--- config.mk ---
export PLATFORM = sky130hd
export DESIGN_NAME = sseg_scan_driver
export DESIGN_NICKNAME = d
export VERILOG_FILES = /design/src/rtl/sseg_pkg.sv /design/src/rtl/sseg_hex_decode.sv /design/src/rtl/sseg_scan_driver.sv
export SDC_FILE = /design/constraint.sdc
export NUM_CORES = 1
export LEC_CHECK = 0
export CORE_UTILIZATION = 55
export DETAILED_ROUTE_END_ITERATION = 8
export PLACE_DENSITY = 0.85
export SLEW_MARGIN = 20
export SYNTH_ARGS = -nofsm -noshare
export SYNTH_HDL_FRONTEND = slang
export SYNTH_SLANG_ARGS = --single-unit
export TNS_END_PERCENT = 100
--- constraint.sdc ---
create_clock -name clk -period 3.4 [get_ports clk]
set_clock_uncertainty 0.05 [all_clocks]
set_input_delay 0.68 -clock clk [delete_from_list [all_inputs] [get_ports clk]]
set_output_delay 0.68 -clock clk [all_outputs]
set_load 0.03 [all_outputs]
--- src/rtl/sseg_pkg.sv ---
// Shared seven-segment definitions: active-low g..a patterns for hex 0-F
// and a decode function used by the digit decoder.
package sseg_pkg;

    localparam logic [6:0] SEG_0   = 7'h40;
    localparam logic [6:0] SEG_1   = 7'h79;
    localparam logic [6:0] SEG_2   = 7'h24;
    localparam logic [6:0] SEG_3   = 7'h30;
    localparam logic [6:0] SEG_4   = 7'h19;
    localparam logic [6:0] SEG_5   = 7'h12;
    localparam logic [6:0] SEG_6   = 7'h02;
    localparam logic [6:0] SEG_7   = 7'h78;
    localparam logic [6:0] SEG_8   = 7'h00;
    localparam logic [6:0] SEG_9   = 7'h10;
    localparam logic [6:0] SEG_A   = 7'h08;
    localparam logic [6:0] SEG_B   = 7'h03;
    localparam logic [6:0] SEG_C   = 7'h46;
    localparam logic [6:0] SEG_D   = 7'h21;
    localparam logic [6:0] SEG_E   = 7'h06;
    localparam logic [6:0] SEG_F   = 7'h0E;
    localparam logic [6:0] SEG_OFF = 7'h7F;

    function automatic logic [6:0] hex_to_seg(input logic [3:0] nib);
        logic [6:0] seg;
        seg = SEG_OFF;
        case (nib)
            4'h0: seg = SEG_0;
            4'h1: seg = SEG_1;
            4'h2: seg = SEG_2;
            4'h3: seg = SEG_3;
            4'h4: seg = SEG_4;
            4'h5: seg = SEG_5;
            4'h6: seg = SEG_6;
            4'h7: seg = SEG_7;
            4'h8: seg = SEG_8;
            4'h9: seg = SEG_9;
            4'hA: seg = SEG_A;
            4'hB: seg = SEG_B;
            4'hC: seg = SEG_C;
            4'hD: seg = SEG_D;
            4'hE: seg = SEG_E;
            4'hF: seg = SEG_F;
            default: seg = SEG_OFF;
        endcase
        return seg;
    endfunction

endpackage

--- src/rtl/sseg_hex_decode.sv ---
// Combinational hex nibble to active-low seven-segment (g..a) decoder.
module sseg_hex_decode
    import sseg_pkg::*;
(
    input  logic [3:0] nibble,
    output logic [6:0] seg
);

    // Pure table lookup; no state.
    always_comb begin
        seg = hex_to_seg(nibble);
    end

endmodule

--- src/rtl/sseg_scan_driver.sv ---
// Time-multiplexed N-digit seven-segment scan driver with tear-free
// double-buffered updates. Define SSEG_LEAD_ZERO_BLANK_EN to darken
// leading zero digits (digit 0 always shown, decimal points kept).
module sseg_scan_driver
    import sseg_pkg::*;
#(
    parameter int unsigned N_DIGITS    = 4,
    parameter int unsigned REFRESH_DIV = 100000
)(
    input  logic                    clk,
    input  logic                    rst_n,
    input  logic                    load,
    input  logic [4*N_DIGITS-1:0]   value,
    input  logic [N_DIGITS-1:0]     dp_in,
    input  logic [N_DIGITS-1:0]     blank_in,
    output logic [7:0]              sseg_cathode,
    output logic [N_DIGITS-1:0]     sseg_anode,
    output logic                    frame_start
);

    localparam int unsigned CW = (REFRESH_DIV > 1) ? $clog2(REFRESH_DIV) : 1;
    localparam int unsigned IW = (N_DIGITS > 1) ? $clog2(N_DIGITS) : 1;
    localparam logic [CW-1:0] CNT_MAX = CW'(REFRESH_DIV - 1);
    localparam logic [IW-1:0] IDX_MAX = IW'(N_DIGITS - 1);

    logic [CW-1:0]           cnt;
    logic [IW-1:0]           idx;
    logic                    tick;
    logic                    boundary;

    logic [4*N_DIGITS-1:0]   pend_val;
    logic [N_DIGITS-1:0]     pend_dp;
    logic [N_DIGITS-1:0]     pend_blank;
    logic                    pend_valid;
    logic [4*N_DIGITS-1:0]   disp_val;
    logic [N_DIGITS-1:0]     disp_dp;
    logic [N_DIGITS-1:0]     disp_blank;

    logic [N_DIGITS-1:0]     lzb_mask;
    logic [3:0]              nibble;
    logic                    dig_dp;
    logic                    dig_dark;
    logic [6:0]              seg;

    assign tick     = (cnt == CNT_MAX);
    assign boundary = tick && (idx == IDX_MAX);

    // Prescaler and digit index; idx names the digit loaded into the
    // output registers on the next tick.
    always_ff @(posedge clk or negedge rst_n) begin
        if (!rst_n) begin
            cnt <= '0;
            idx <= '0;
        end else if (tick) begin
            cnt <= '0;
            idx <= (idx == IDX_MAX) ? '0 : idx + 1'b1;
        end else begin
            cnt <= cnt + 1'b1;
        end
    end

    // Double buffer: loads park in pending and move to display only on the
    // frame boundary; a load landing on the boundary bypasses pending.
    always_ff @(posedge clk or negedge rst_n) begin
        if (!rst_n) begin
            pend_val   <= '0;
            pend_dp    <= '0;
            pend_blank <= '0;
            pend_valid <= 1'b0;
            disp_val   <= '0;
            disp_dp    <= '0;
            disp_blank <= '0;
        end else if (load && boundary) begin
            disp_val   <= value;
            disp_dp    <= dp_in;
            disp_blank <= blank_in;
            pend_valid <= 1'b0;
        end else begin
            if (boundary && pend_valid) begin
                disp_val   <= pend_val;
                disp_dp    <= pend_dp;
                disp_blank <= pend_blank;
                pend_valid <= 1'b0;
            end
            if (load) begin
                pend_val   <= value;
                pend_dp    <= dp_in;
                pend_blank <= blank_in;
                pend_valid <= 1'b1;
            end
        end
    end

`ifdef SSEG_LEAD_ZERO_BLANK_EN
    // Leading-zero suppression from the top digit down to digit 1.
    always_comb begin
        logic leading;
        lzb_mask = '0;
        leading  = 1'b1;
        for (int unsigned i = N_DIGITS - 1; i >= 1; i--) begin
            if (leading && (disp_val[4*i +: 4] == 4'h0)) begin
                lzb_mask[i] = 1'b1;
            end else begin
                leading = 1'b0;
            end
        end
    end
`else
    assign lzb_mask = '0;
`endif

    // Select the nibble, dp and dark flag of the digit about to be shown.
    always_comb begin
        nibble   = '0;
        dig_dp   = 1'b0;
        dig_dark = 1'b0;
        for (int unsigned i = 0; i < N_DIGITS; i++) begin
            if (idx == IW'(i)) begin
                nibble   = disp_val[4*i +: 4];
                dig_dp   = disp_dp[i];
                dig_dark = disp_blank[i] | lzb_mask[i];
            end
        end
    end

    sseg_hex_decode u_decode (
        .nibble (nibble),
        .seg    (seg)
    );

    // Anode, cathode and frame pulse update together on tick to avoid ghosting.
    always_ff @(posedge clk or negedge rst_n) begin
        if (!rst_n) begin
            sseg_anode   <= '1;
            sseg_cathode <= '1;
            frame_start  <= 1'b0;
        end else if (tick) begin
            sseg_anode   <= ~(N_DIGITS'(1) << idx);
            sseg_cathode <= {~dig_dp, dig_dark ? SEG_OFF : seg};
            frame_start  <= (idx == '0);
        end else begin
            frame_start  <= 1'b0;
        end
    end

endmodule

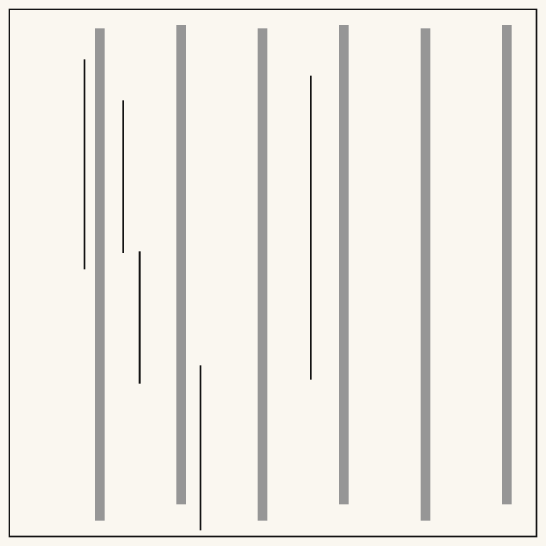
(the metal 4 layer)
(6 px per um) Supply wires on this layer in grey.
The wires run mostly vertical. The layer holds 2.0% of the routed length. The longest straight run is 50.3 um.
sum of routed wire length over all layers: 8.07 mm
total number of vias: 3,015

==> impl_summary.log <==
[flow] final metrics
INFO  metric critPathBufInv = 2
INFO  metric drt-pass1-iter-count = 4
INFO  metric numPlacedInstances = 523
INFO  metric grt_max_degree = 82
INFO  metric port_buffers = 39
INFO  metric detail_route_met3_wl = 265 um
INFO  metric rsz0062_at_grt = false
INFO  metric cts.htree.levels = 3
INFO  metric power.sequential.total = 0.00102 W
INFO  metric min_path_type = in2async
INFO  metric timing.reg2reg.setup_slack = 0.60 ns
INFO  metric hpwl = 5.54 mm
INFO  metric p_seq_frac = 0.563
INFO  metric clock_path_buffers = 2
INFO  metric ys.warnings.count = 0
INFO  metric max_cap_viol_count = 0
INFO  metric post_synth_main_area_contributors = dfrtp_1 43%, dfstp_2 7.8%, mux2_2 6.1%, o21ai_0 4.2%, nor2_1 4.0%
INFO  metric layout.nonclk_buf_frac = 0.0930
INFO  metric post-route-util = 0.665
INFO  metric taps = 96
INFO  metric power_share_of_the_combinational_group = 0.094
INFO  metric num-nonclk-inverters = 28
INFO  metric largest_reg_flops = 17
INFO  metric critPathLaunchType = flip-flop
INFO  metric run_status = finished clean
INFO  metric floorplan.io_pins = 40
INFO  metric critPathCapture = sseg_cathode[6]$_DFFE_PN1N_
INFO  metric clockRootBuffer = clkbuf_8
INFO  metric internal_power = 0.00135 W
INFO  metric buffers = 44
INFO  metric clk_pin_slew_worst_paths = 0.08 ns
INFO  metric placementRows = 30
INFO  metric synth.net_count = 443
INFO  metric groute.usage.overall = 0.236
INFO  metric dominant_combinational_cell_family_by_area_after_synthesis = simple AND/OR/NAND/NOR gates
INFO  metric final.hold.worst_slack = 0.290 ns
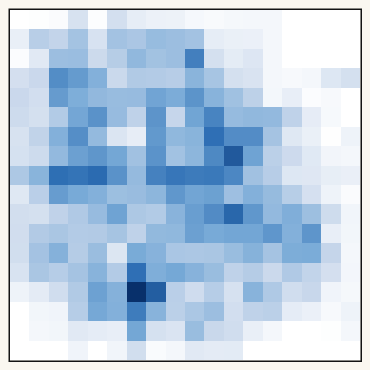
(wire density map)
(4 px per um) The die is cut into 18 by 18 equal tiles; white is low, dark blue is high, scaled to the fullest tile. Values are wire area over tile area, all layers added.
The emptiest ninth of the die: top right. 11% of the tiles are nearly empty. The fullest tile reaches 0.57.

No activity file was given, so power comes from the tool's default toggle rates.
